Fig. 1: run 1, wires at chosen ports, followed through buffers
Scale: 4 px per um.
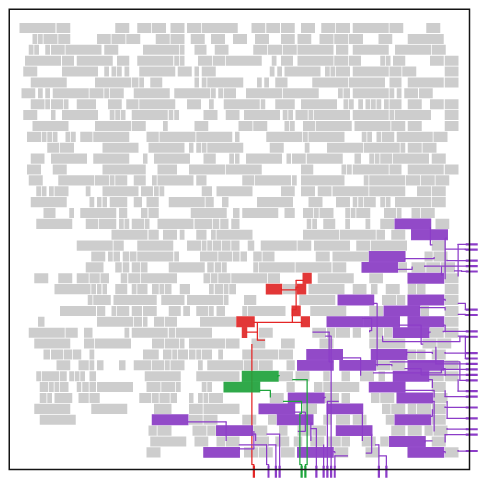
Fig. 2: run 1, clock wires, drivers and flops
Scale: 4 px per um.
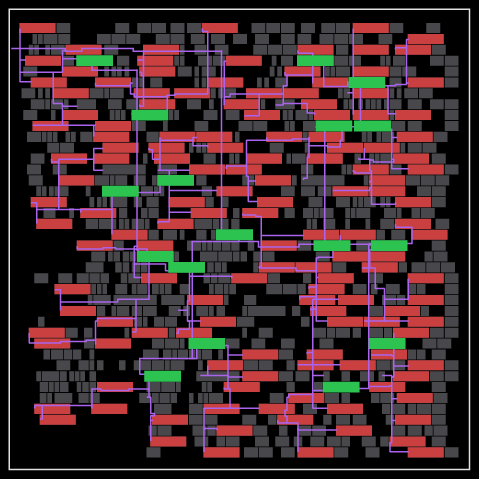
Fig. 3: run 1, clock wiring as the flow saved it
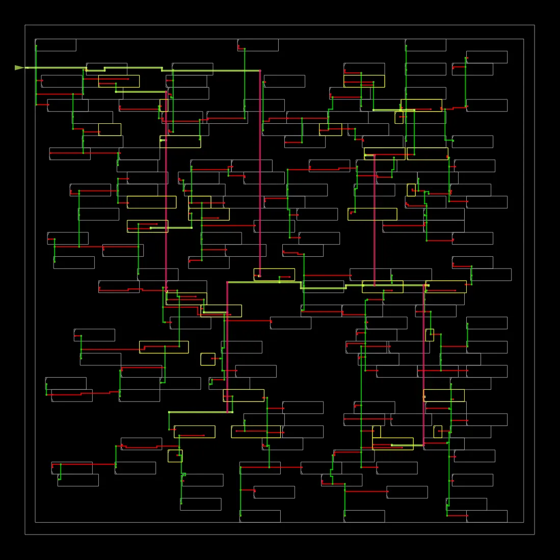
<file path="config.mk">
export PLATFORM = sky130hd
export DESIGN_NAME = calc2_port_driver
export DESIGN_NICKNAME = d
export VERILOG_FILES = /design/src/rtl/calc2_pkg.sv /design/src/rtl/calc2_tag_tracker.sv /design/src/rtl/calc2_port_driver.sv
export SDC_FILE = /design/constraint.sdc
export NUM_CORES = 1
export LEC_CHECK = 0
export CORE_MARGIN = 2
export CORE_UTILIZATION = 46
export CTS_CLUSTER_SIZE = 8
export DETAILED_ROUTE_END_ITERATION = 8
export PLACE_DENSITY_LB_ADDON = 0.08
export SYNTH_ARGS = -nofsm -noshare
export SYNTH_HDL_FRONTEND = slang
export SYNTH_SLANG_ARGS = --single-unit
</file>
<file path="constraint.sdc">
create_clock -name clk -period 6.3 [get_ports clk]
set_input_delay 1.26 -clock clk [delete_from_list [all_inputs] [get_ports clk]]
set_output_delay 1.26 -clock clk [all_outputs]
set_load 0.05 [all_outputs]
</file>
<file path="src/rtl/calc2_pkg.sv">
// Shared types and constants for the Calc2 port driver and its tag tracker.
// Vectors use ascending ranges so that bit i always corresponds to tag i.
package calc2_pkg;

    typedef enum logic [0:3] {
        NOP = 4'd0,
        ADD = 4'd1,
        SUB = 4'd2,
        SHL = 4'd5,
        SHR = 4'd6
    } cmd_t;

    typedef enum logic [0:1] {
        NONE    = 2'd0,
        GOOD    = 2'd1,
        ERR_OVF = 2'd2,
        ERR_INT = 2'd3
    } resp_t;

    typedef logic [0:1] tag_t;

    localparam int NUM_TAGS = 4;
    localparam int AGE_W    = 6;

    // Index of the lowest set bit; returns 0 when no bit is set.
    function automatic tag_t lowest_set(input logic [0:NUM_TAGS-1] v);
        lowest_set = '0;
        for (int i = NUM_TAGS - 1; i >= 0; i--) begin
            if (v[i]) lowest_set = tag_t'(i);
        end
    endfunction

endpackage

</file>
<file path="src/rtl/calc2_tag_tracker.sv">
// Outstanding-tag bookkeeping: busy vector, per-tag age counters,
// lowest-free allocation and lowest-expired timeout selection.
module calc2_tag_tracker
    import calc2_pkg::*;
#(
    parameter int TIMEOUT = 40
) (
    input  logic                clk,
    input  logic                rst,
    input  logic                alloc_en,
    input  logic                retire_en,
    input  tag_t                retire_tag,
    output logic [0:NUM_TAGS-1] busy,
    output tag_t                free_tag,
    output logic                all_busy,
    output logic                to_valid,
    output tag_t                to_tag
);

    localparam logic [AGE_W-1:0] AGE_MAX = AGE_W'(TIMEOUT);

    logic [AGE_W-1:0]    age [NUM_TAGS];
    logic [0:NUM_TAGS-1] expired;

    always_comb begin
        expired = '0;
        for (int i = 0; i < NUM_TAGS; i++) begin
            expired[i] = busy[i] && (age[i] == AGE_MAX);
        end
    end

    assign free_tag = lowest_set(~busy);
    assign all_busy = &busy;
    assign to_tag   = lowest_set(expired);
    // A real response in the same cycle holds every pending timeout back.
    assign to_valid = (|expired) && !retire_en;

    always_ff @(posedge clk or posedge rst) begin
        if (rst) begin
            busy <= '0;
            for (int i = 0; i < NUM_TAGS; i++) begin
                age[i] <= '0;
            end
        end else begin
            for (int i = 0; i < NUM_TAGS; i++) begin
                if (alloc_en && (free_tag == tag_t'(i))) begin
                    busy[i] <= 1'b1;
                    age[i]  <= '0;
                end else if ((retire_en && (retire_tag == tag_t'(i))) ||
                             (to_valid && (to_tag == tag_t'(i)))) begin
                    busy[i] <= 1'b0;
                    age[i]  <= '0;
                end else if (busy[i] && (age[i] != AGE_MAX)) begin
                    age[i] <= age[i] + 1'b1;
                end
            end
        end
    end

endmodule

</file>
<file path="src/rtl/calc2_port_driver.sv">
// Request adapter for one Calc2 port: tags each request, drives the
// two-beat command/data sequence and returns responses or timeouts.
//
//   state    | meaning
//   ---------+-------------------------------------------------------
//   IDLE     | beat 1 of an accepted request is registered on exit
//   SEND_OP2 | beat 1 is on the port; beat 2 is registered on exit
module calc2_port_driver
    import calc2_pkg::*;
#(
    parameter int TIMEOUT = 40
) (
    input  logic          clk,
    input  logic          resetInt,
    input  logic          req_valid,
    output logic          req_ready,
    input  logic [0:3]    req_cmd,
    input  logic [0:31]   req_op1,
    input  logic [0:31]   req_op2,
    output logic [0:3]    reg_cmd_in,
    output logic [0:31]   reg_data_in,
    output logic [0:1]    reg_tag_in,
    input  logic [0:1]    out_resp,
    input  logic [0:31]   out_data,
    input  logic [0:1]    out_tag,
    output logic          rsp_valid,
    output logic [0:1]    rsp_code,
    output logic [0:31]   rsp_data,
    output logic [0:1]    rsp_tag,
    output logic          rsp_timeout,
    output logic          err_spurious,
    output logic [0:3]    busy_tags
);

    typedef enum logic {IDLE, SEND_OP2} state_t;

    state_t      state, state_nxt;
    logic        accept;
    logic        all_busy;
    logic        resp_hit;
    logic        resp_spurious;
    logic        to_valid;
    tag_t        to_tag;
    tag_t        free_tag;
    tag_t        tag_q;
    logic [0:31] op2_q;
    logic [0:3]  cmd_nxt;
    logic [0:31] data_nxt;
    tag_t        tag_nxt;

    // Gated by reset so the requester never sees ready while in reset.
    assign req_ready     = (state == IDLE) && !all_busy && !resetInt;
    assign accept        = req_valid && req_ready;
    assign resp_hit      = (out_resp != NONE) && busy_tags[out_tag];
    assign resp_spurious = (out_resp != NONE) && !busy_tags[out_tag];

    calc2_tag_tracker #(
        .TIMEOUT (TIMEOUT)
    ) u_tracker (
        .clk        (clk),
        .rst        (resetInt),
        .alloc_en   (accept),
        .retire_en  (resp_hit),
        .retire_tag (out_tag),
        .busy       (busy_tags),
        .free_tag   (free_tag),
        .all_busy   (all_busy),
        .to_valid   (to_valid),
        .to_tag     (to_tag)
    );

    always_ff @(posedge clk or posedge resetInt) begin
        if (resetInt) state <= IDLE;
        else          state <= state_nxt;
    end

    always_comb begin
        state_nxt = state;
        cmd_nxt   = '0;
        data_nxt  = '0;
        tag_nxt   = '0;
        case (state)
            IDLE: begin
                if (accept) begin
                    state_nxt = SEND_OP2;
                    cmd_nxt   = req_cmd;
                    data_nxt  = req_op1;
                    tag_nxt   = free_tag;
                end
            end
            SEND_OP2: begin
                state_nxt = IDLE;
                cmd_nxt   = NOP;
                data_nxt  = op2_q;
                tag_nxt   = tag_q;
            end
            default: state_nxt = IDLE;
        endcase
    end

    always_ff @(posedge clk or posedge resetInt) begin
        if (resetInt) begin
            reg_cmd_in  <= '0;
            reg_data_in <= '0;
            reg_tag_in  <= '0;
            op2_q       <= '0;
            tag_q       <= '0;
        end else begin
            reg_cmd_in  <= cmd_nxt;
            reg_data_in <= data_nxt;
            reg_tag_in  <= tag_nxt;
            if (accept) begin
                op2_q <= req_op2;
                tag_q <= free_tag;
            end
        end
    end

    always_ff @(posedge clk or posedge resetInt) begin
        if (resetInt) begin
            rsp_valid    <= 1'b0;
            rsp_code     <= '0;
            rsp_data     <= '0;
            rsp_tag      <= '0;
            rsp_timeout  <= 1'b0;
            err_spurious <= 1'b0;
        end else begin
            err_spurious <= resp_spurious;
            if (resp_hit) begin
                rsp_valid   <= 1'b1;
                rsp_code    <= out_resp;
                rsp_data    <= out_data;
                rsp_tag     <= out_tag;
                rsp_timeout <= 1'b0;
            end else if (to_valid) begin
                rsp_valid   <= 1'b1;
                rsp_code    <= ERR_INT;
                rsp_data    <= '0;
                rsp_tag     <= to_tag;
                rsp_timeout <= 1'b1;
            end else begin
                rsp_valid   <= 1'b0;
                rsp_code    <= '0;
                rsp_data    <= '0;
                rsp_tag     <= '0;
                rsp_timeout <= 1'b0;
            end
        end
    end

endmodule

</file>
==> out/qor.txt, run 1 <==
Total via count in the routed design = 4332
Top layer used by detailed routing = met4
I/O pins = 189
Highest-count logic cell in the final layout = sky130_fd_sc_hd__clkdlybuf4s50_1
Number of synthesized flops with an enable pin = 0
Largest area contributor in the synthesized netlist = sky130_fd_sc_hd__dfrtp_1
Ys cells = 504
Synth mux share = 0.0124
Setup repair after global routing missed its margin = false
Combinational-cell power consumption = 1.02 mW
Initial antenna violation count = 0
Count of antenna-violating nets left after detailed routing = 0
Met2 Wirelength = 6490 um
Gate count of the mapped netlist = 504
Post-layout period usage = 0.708
Level count of the clock H-tree = 4
Post-synthesis cell type count = 48
Critical Setup Path Class = primary input to output port
Buffers added on ports = 188
Final Critical Period = 4460 ps
DP HPWL = 9200 um
Utilization of the core after routing = 0.687
Hold Worst Slack = 477 ps
Relative slew slack = 0.164
Gate family responsible for the most delay along the worst path = buffers and inverters
Buffer depth of the longest clock path = 2
Slew @ Worst Pin = 1250 ps
# DRC = 0
Nets@finish = 805
Post-route clock skew = 9.61 ps
Critical path buffer and inverter count = 2
Final-report max-slew violation count = 0
Cell types with the highest counts after synthesis = sky130_fd_sc_hd__dfrtp_1 (140), sky130_fd_sc_hd__nand2_1 (113), sky130_fd_sc_hd__a22o_1 (34)
Synth Area in Adders = 0.0178
Proportion of layout cells with a drive suffix above 1 = 0.0683
Simple logic cell fraction of the synthesized area = 0.186
Routed length on met1 = 5630 um
Maximum number of pins on one net before global-route repair = 88
Number of stages on the worst hold path = 2
Mean instance size in the synthesized netlist = 11.2 um^2
Rows = 40
NetSw = 1.13 mW
Hold buffer count at cts = 0
Share of the core filled by cells before placement = 0.471
Clock tree from TritonCTS = built
Min-delay worst type = flip-flop to flip-flop
Final weighted congestion of routability-driven global placement = 0.795
Count of placed standard cells including taps = 818
Critical path data required time = 5040 ps
Pre-Repair DR Iteration Count = 4
Highest-delay cell along the critical path = sky130_fd_sc_hd__clkdlybuf4s50_1
Power group with the highest consumption = sequential cells
XOR Share, Synth = 0.0155
Sequential share of power = 0.370
Number of cell instances on the worst register-to-register path = 6
Delay of the slowest cell on the worst path = 910 ps
Summed area of non-filler cells in the final layout = 8220 um^2
Clock tree sinks = 140
Outcome = finished, final reports clean
Max-cap viol count = 0
Min setup slack post-route = 1840 ps
Count of filler cells inserted in the layout = 881
Minimum setup slack after placement = 1830 ps
Antenna cells = 0
Dominant cell area share = 0.622
About Fig. 1:
- rsp_code: green (direction output; edge bottom; end cells 2; buffers 2; wire 53.3 um)
- rsp_data: purple (direction output; edge 22 right, 10 bottom; end cells 32; buffers 32; wire 513 um)
- req_valid: red (direction input; edge bottom; end cells 7; buffers 1; wire 71.2 um)

About Fig. 2:
- clock wires: purple (length 1610 um)
- cells driving clock nets: green (count 17)
- flip-flops: red (count 140)
- routed clock nets: 18

About Fig. 3:
source-to-sink clock delay at the later pin of the worst-skew pair: 420 ps
Num CTS Buffers: 17

-- run 1: worst paths after layout --
path,startpoint,to,slack (ps)
max reg2reg,u_tracker.busy[0],reg_tag_in[1],3410
max in group asynchronous,resetInt,u_tracker.age[22],3600
max,resetInt,req_ready,1840
min in group asynchronous,resetInt,u_tracker.busy[3],1520
min reg2reg,op2_q[20],op2_q[20],480
min,op2_q[20],op2_q[20],480
-- run 1: area by class of cell --
cell class,count,area (um^2),area share
Sequential cell,140,3500,0.426
Multi-Input combinational cell,325,1940,0.236
Inverter,16,65.1,0.00791
Clock buffer,20,467,0.0568
Timing Repair Buffer,190,1900,0.231
Tap cell,147,184,0.0224
Clock inverter,12,168,0.0204
==> run 2, diff against run 1 <==
--- a/config.mk
+++ b/config.mk
@@ -6,7 +6,7 @@
 export NUM_CORES = 1
 export LEC_CHECK = 0
 export CORE_MARGIN = 2
-export CORE_UTILIZATION = 46
+export CORE_UTILIZATION = 41
 export CTS_CLUSTER_SIZE = 8
 export DETAILED_ROUTE_END_ITERATION = 8
 export PLACE_DENSITY_LB_ADDON = 0.08
==> constraint.sdc (replaced) <==
create_clock -name clk -period 3.65 [get_ports clk]
set_input_delay 0.73 -clock clk [delete_from_list [all_inputs] [get_ports clk]]
set_output_delay 0.73 -clock clk [all_outputs]
set_load 0.05 [all_outputs]
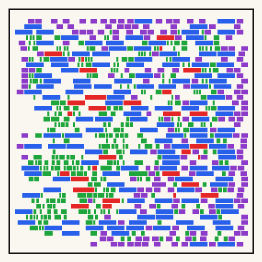
Fig. 4. Placement by cell class (run 2).
Scale: 2 px per um.
- clock drivers and dummy loads: red (cells 29; share of their area 7.2%)
- flip-flops: blue (cells 140; share of their area 44%)
- all other logic: green (cells 341; share of their area 25%)
- other buffers and delay cells: purple (cells 194; share of their area 24%)

==> run 2 against run 1 <==
Routed wire length rose by 3.2%. Flip-flop count did not move. Sequential share of layout area fell by 0.078 points. Non-clock buffer count rose by 4. Clock skew rose by 0.86 ps. Register-to-register slack got worse by 2200 ps. Die area rose by 12%. Combinational power rose by 74%. Core utilization fell by 7.0 points. Global-route usage fell by 2.0 points. Final cell count rose by 3.5%. Via count fell by 0.78%. Critical path type unchanged.
==> out/qor.txt, run 2 <==
Source-to-sink clock delay at the later pin of the worst-skew pair = 410 ps (was 420 ps)
Combinational-cell power consumption = 1.77 mW (was 1.02 mW)
Cell Count, Final, Fillers Out = 880 (was 850)
Height of the die = 121 um (was 115 um)
Gate count of the mapped netlist = 504 (unchanged)
Crit path to = req_ready (unchanged)
Min setup slack post-route = 923 ps (was 1840 ps)
Final-report max-slew violation count = 0 (unchanged)
Synth Seq Share = 0.622 (unchanged)
Power group with the highest consumption = sequential cells (unchanged)
Flip-flop and latch share of the layout cell area = 0.425 (was 0.426)
List of cells traversed by the critical path = clkdlybuf4s50_1 -> a311oi_4 -> buf_4 (was clkdlybuf4s50_1 -> a311oi_4 -> clkdlybuf4s50_1)
Count of placed standard cells including taps = 851 (was 818)
Nets@finish = 809 (was 805)
Synthesized registers = 140 (unchanged)
Worst flop-to-flop path startpoint = u_tracker.busy[0] (unchanged)
Vias in the first global route = 4090 (was 4306)
Synthesized area = 5630 um^2 (unchanged)
Min-Delay Startpoint = tag_q[0] (was op2_q[20])
Crit path arrival time = 2000 ps (was 3200 ps)
Sequential cell area in the final layout = 3500 um^2 (unchanged)
Antenna cells = 0 (unchanged)
Synth Area in Adders = 0.0178 (unchanged)
Num CTS Buffers = 17 (unchanged)
Critical path startpoint = resetInt (unchanged)
Hold buffer count at cts = 0 (unchanged)
Met2 Wirelength = 6660 um (was 6490 um)
Hold endpoint = tag_q[0] (was op2_q[20])
Proportion of layout cells with a drive suffix above 1 = 0.0696 (was 0.0683)
Net switching share of the total power = 0.349 (was 0.344)
Count of antenna-violating nets left after detailed routing = 0 (unchanged)
Critical path buffer and inverter count = 2 (unchanged)
Highest-count logic cell in the final layout = sky130_fd_sc_hd__clkdlybuf4s50_1 (unchanged)
Clock tree sinks = 140 (unchanged)
DP HPWL = 9820 um (was 9200 um)
Minimum setup slack after placement = 653 ps (was 1830 ps)
Complex Gates by Area = 0.111 (unchanged)
Worst vdd ir = 0.331 mV (was 0.188 mV)
Gate family responsible for the most delay along the worst path = buffers and inverters (unchanged)
Met3 demand-to-capacity share in global routing = 0.0620 (was 0.0598)
Largest cell class by area = sequential cells (unchanged)
CLK BUF = 22 (was 20)
Library cell used as clock root buffer = sky130_fd_sc_hd__clkbuf_16 (unchanged)
Count of filler cells inserted in the layout = 1097 (was 881)
Area delta synth->final = 46.2% (was 45.9%)
Sequential share of power = 0.381 (was 0.370)
Post-synthesis cell type count = 48 (unchanged)
Count of buffers not belonging to the clock network in the layout = 194 (was 190)
Cell types with the highest counts after synthesis = sky130_fd_sc_hd__dfrtp_1 (140), sky130_fd_sc_hd__nand2_1 (113), sky130_fd_sc_hd__a22o_1 (34) (unchanged)
Mean instance size in the synthesized netlist = 11.2 um^2 (unchanged)
Iteration-0 DRC Markers = 265 (was 309)
Final weighted congestion of routability-driven global placement = 0.816 (was 0.795)
NetSw = 1.94 mW (was 1.13 mW)
Outcome = finished, final reports clean (unchanged)
Worst setup slack for register-to-register paths = 1200 ps (was 3410 ps)
Comb. cell area = 1940 um^2 (unchanged)
Ys cells = 504 (unchanged)
Number of sequential cells in the layout = 140 (unchanged)
Largest area contributor in the synthesized netlist = sky130_fd_sc_hd__dfrtp_1 (unchanged)
Simple logic cell fraction of the synthesized area = 0.186 (unchanged)
Rows = 42 (was 40)
Total power = 5.54 mW (was 3.29 mW)
Utilization of the core after routing = 0.617 (was 0.687)
Number of cell instances on the worst register-to-register path = 6 (unchanged)
Synth mux share = 0.0124 (unchanged)
XOR Share, Synth = 0.0155 (unchanged)
Setup repair after global routing missed its margin = false (unchanged)
Level count of the clock H-tree = 4 (unchanged)
Slew @ Worst Pin = 699 ps (was 1250 ps)
Dominant cell area share = 0.622 (unchanged)
# DRC = 0 (unchanged)
Logic Gate Count = 325 (unchanged)
Final Critical Period = 2730 ps
FF-to-FF End = reg_data_in[23] (was reg_tag_in[1])
Relative slew slack = 0.533 (was 0.164)
Routed length on met1 = 5920 um (was 5630 um)
Count of inverters other than clock inverters in the layout = 16 (unchanged)
Power density relative to cell area = 673 nW/um^2 (was 400 nW/um^2)
Post-layout period usage = 0.747
Initial antenna violation count = 0 (unchanged)
Highest-delay cell along the critical path = sky130_fd_sc_hd__clkdlybuf4s50_1 (unchanged)
Clock tree from TritonCTS = built (unchanged)
Delay of the slowest cell on the worst path = 530 ps (was 910 ps)
Pre-Repair DR Iteration Count = 4 (unchanged)
Max-cap viol count = 0 (unchanged)
I/O pins = 189 (unchanged)
Number of stages on the worst hold path = 1 (was 2)
Global routing's busiest layer = met2 (unchanged)
Count of inserted tapcells = 176 (was 147)
Layout non-clock buf frac = 0.235 (was 0.231)
Share of the core filled by cells before placement = 0.422 (was 0.471)
Clock buffers and inverters, area share = 0.0697 (was 0.0772)
Combinational share of cell area = 0.235 (was 0.236)
Power drawn by the sequential cells = 2.11 mW (was 1.22 mW)
Maximum number of pins on one net before global-route repair = 113 (was 88)
Top layer used by detailed routing = met4 (unchanged)
Post-route clock skew = 10.5 ps (was 9.61 ps)
Number of synthesized flops with an enable pin = 0 (unchanged)
Buffers added on ports = 188 (unchanged)
Largest registers = op2_q: 32 flops, reg_data_in: 32 flops, rsp_data: 32 flops (unchanged)
Global Route met1 Usage = 0.253 (was 0.268)
Buffer depth of the longest clock path = 2 (unchanged)
Crit. path cell count = 3 (unchanged)
Total via count in the routed design = 4298 (was 4332)
Min-delay worst type = flip-flop to flip-flop (unchanged)
Critical Setup Path Class = primary input to output port (unchanged)
Critical path data required time = 2920 ps (was 5040 ps)
Critical path launch point type = primary input (unchanged)
Combinational Power Share = 0.319 (was 0.309)
Net count after synthesis = 619 (unchanged)
[run 2: cell count changes in the layout (fill, tap and decap cells not counted)]
cell and delta:
sky130_fd_sc_hd__buf_12 +1, sky130_fd_sc_hd__buf_4 +4, sky130_fd_sc_hd__bufinv_16 -2, sky130_fd_sc_hd__clkbuf_1 +1
sky130_fd_sc_hd__clkbuf_8 +1, sky130_fd_sc_hd__clkdlybuf4s50_1 -1, sky130_fd_sc_hd__clkinv_2 -3, sky130_fd_sc_hd__clkinv_4 -2
sky130_fd_sc_hd__clkinvlp_4 +3, sky130_fd_sc_hd__inv_6 -1
[run 2: per-stage QoR]
step	cell area (um^2)	hold slack, ps
2_1_floorplan	5640	446
6_report	8240	478
4_1_cts	8240	481
5_1_grt	8240	494
3_5_place_dp	7660	466
3_3_place_gp	7660	458
==> run 3, diff against run 2 <==
--- a/config.mk
+++ b/config.mk
@@ -6,7 +6,7 @@
 export NUM_CORES = 1
 export LEC_CHECK = 0
 export CORE_MARGIN = 2
-export CORE_UTILIZATION = 41
+export CORE_UTILIZATION = 46
 export CTS_CLUSTER_SIZE = 8
 export DETAILED_ROUTE_END_ITERATION = 8
 export PLACE_DENSITY_LB_ADDON = 0.08
==> constraint.sdc (replaced) <==
create_clock -name clk -period 2.8 [get_ports clk]
set_input_delay 0.56 -clock clk [delete_from_list [all_inputs] [get_ports clk]]
set_output_delay 0.56 -clock clk [all_outputs]
set_load 0.05 [all_outputs]
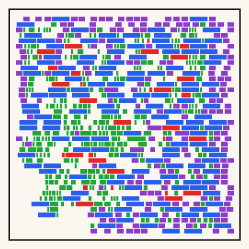
Fig. 5. Placement by cell class (run 3).
Scale: 2 px per um.
- other buffers and delay cells: purple (cells 200; share of their area 25%)
- flip-flops: blue (cells 140; share of their area 43%)
- clock drivers and dummy loads: red (cells 31; share of their area 6.6%)
- all other logic: green (cells 341; share of their area 25%)

==> run 3 against run 2 <==
Non-clock buffer count up 6. First-iteration DRC count up 55%. Combinational power up 33%. Clock power up about 20%. Power up 28%. Critical path depth down 2. Die area down 11%. Synthesized area unchanged. Core utilization up 7.2 points.
==> out/qor.txt, run 3 <==
Outcome = finished, final reports clean (unchanged)
Post-route clock skew = 5.99 ps (was 10.5 ps)
Level count of the clock H-tree = 4 (unchanged)
Power density relative to cell area = 859 nW/um^2 (was 673 nW/um^2)
Synth Seq Share = 0.622 (unchanged)
Synthesized area = 5630 um^2 (unchanged)
Library cell used as clock root buffer = sky130_fd_sc_hd__clkbuf_16 (unchanged)
Slew @ Worst Pin = 713 ps (was 699 ps)
Count of placed standard cells including taps = 828 (was 851)
NetSw = 2.53 mW (was 1.94 mW)
Num CTS Buffers = 17 (unchanged)
Summed area of non-filler cells in the final layout = 8240 um^2 (about the same)
Largest registers = op2_q: 32 flops, reg_data_in: 32 flops, rsp_data: 32 flops (unchanged)
Gate family responsible for the most delay along the worst path = buffers and inverters (unchanged)
Routed length on met1 = 5880 um (was 5920 um)
Power drawn by the sequential cells = 2.73 mW (was 2.11 mW)
Number of synthesized flops with an enable pin = 0 (unchanged)
Nets@finish = 815 (was 809)
Proportion of layout cells with a drive suffix above 1 = 0.0772 (was 0.0696)
Vias per cell = 5.14 (was 4.88)
Count of antenna-violating nets left after detailed routing = 0 (unchanged)
Top layer used by detailed routing = met4 (unchanged)
Crit path arrival time = 1900 ps (was 2000 ps)
Post-layout period usage = 0.878
Max-cap viol count = 0 (unchanged)
Placed standard-cell area = 7710 um^2 (was 7660 um^2)
Final Critical Period = 2460 ps
Antenna cells = 0 (unchanged)
Synth mux share = 0.0124 (unchanged)
Hold Worst Slack = 475 ps (was 478 ps)
Critical path data required time = 2240 ps (was 2920 ps)
Sequential share of power = 0.385 (was 0.381)
Iteration-0 DRC Markers = 410 (was 265)
Relative slew slack = 0.523 (was 0.533)
Minimum setup slack after placement = 186 ps (was 653 ps)
Min-delay worst type = flip-flop to flip-flop (unchanged)
Critical path buffer and inverter count = 1 (was 2)
Maximum number of pins on one net before global-route repair = 37 (was 113)
Post-synthesis cell type count = 48 (unchanged)
DP HPWL = 9780 um (was 9820 um)
Combinational-cell power consumption = 2.36 mW (was 1.77 mW)
Initial antenna violation count = 0 (unchanged)
Ys cells = 504 (unchanged)
Total power = 7.08 mW (was 5.54 mW)
Min setup slack post-route = 343 ps (was 923 ps)
# DRC = 0 (unchanged)
Critical path launch point type = flip-flop (was primary input)
Total via count in the routed design = 4411 (was 4298)
Final weighted congestion of routability-driven global placement = 0.862 (was 0.816)
Vias in the first global route = 4288 (was 4090)
Cell Count, Final, Fillers Out = 859 (was 880)
Hold buffer count at cts = 0 (unchanged)
Rows = 40 (was 42)
Area delta synth->final = 46.3% (was 46.2%)
Highest-delay cell along the critical path = sky130_fd_sc_hd__clkdlybuf4s50_1 (unchanged)
Clk slew on worst S/H paths = 50 ps (about the same)
Source-to-sink clock delay at the later pin of the worst-skew pair = 410 ps (about the same)
Delay of the slowest cell on the worst path = 890 ps (was 530 ps)
Net switching share of the total power = 0.358 (was 0.349)
Cell types with the highest counts after synthesis = sky130_fd_sc_hd__dfrtp_1 (140), sky130_fd_sc_hd__nand2_1 (113), sky130_fd_sc_hd__a22o_1 (34) (unchanged)
Complex Gates by Area = 0.111 (unchanged)
Critical path startpoint = u_tracker.busy[2] (was resetInt)
Utilization of the core after routing = 0.689 (was 0.617)
Highest-count logic cell in the final layout = sky130_fd_sc_hd__clkdlybuf4s50_1 (unchanged)
I/O pins = 189 (unchanged)
Power group with the highest consumption = sequential cells (unchanged)
Height of the die = 115 um (was 121 um)
Combinational Power Share = 0.334 (was 0.319)
Gate count of the mapped netlist = 504 (unchanged)
Final-report max-slew violation count = 0 (unchanged)
List of cells traversed by the critical path = clkdlybuf4s50_1 (was clkdlybuf4s50_1 -> a311oi_4 -> buf_4)
Largest area contributor in the synthesized netlist = sky130_fd_sc_hd__dfrtp_1 (unchanged)
Buffers added on ports = 188 (unchanged)
Pre-Repair DR Iteration Count = 4 (unchanged)
XOR Share, Synth = 0.0155 (unchanged)
Simple logic cell fraction of the synthesized area = 0.186 (unchanged)
Synth Area in Adders = 0.0178 (unchanged)
Buffer depth of the longest clock path = 2 (unchanged)
Critical Setup Path Class = flip-flop to output port (was primary input to output port)
-- run 3: cell counts after synthesis --
No cell type changed its count.
-- run 3: worst paths after layout --
path / slack [ps] / cells after the start / to
min in group asynchronous: 760 / 2 / u_tracker.age[4]
min: 470 / 2 / op2_q[17]
max: 340 / 1 / busy_tags[2]
max reg2reg: 710 / 6 / u_tracker.age[16]
max in group asynchronous: 1370 / 3 / reg_data_in[24]
min reg2reg: 470 / 2 / op2_q[17]
-- run 3: layer usage --
layer  GRT usage  up-vias
li1            -     2087
met1       0.279     2164
met2       0.355      141
met3      0.0540       19
met4      0.0837        0
met5           0        -
-- run 3: final cells by class --
type,count,share of cell area
sequential,140,0.425
timing repair buffer,200,0.245
multi-input combinational,325,0.235
clock buffer,24,0.0597
tap,147,0.0223
inverter,16,0.00774
clock inverter,7,0.00486
No activity file was given, so power comes from the tool's default toggle rates.
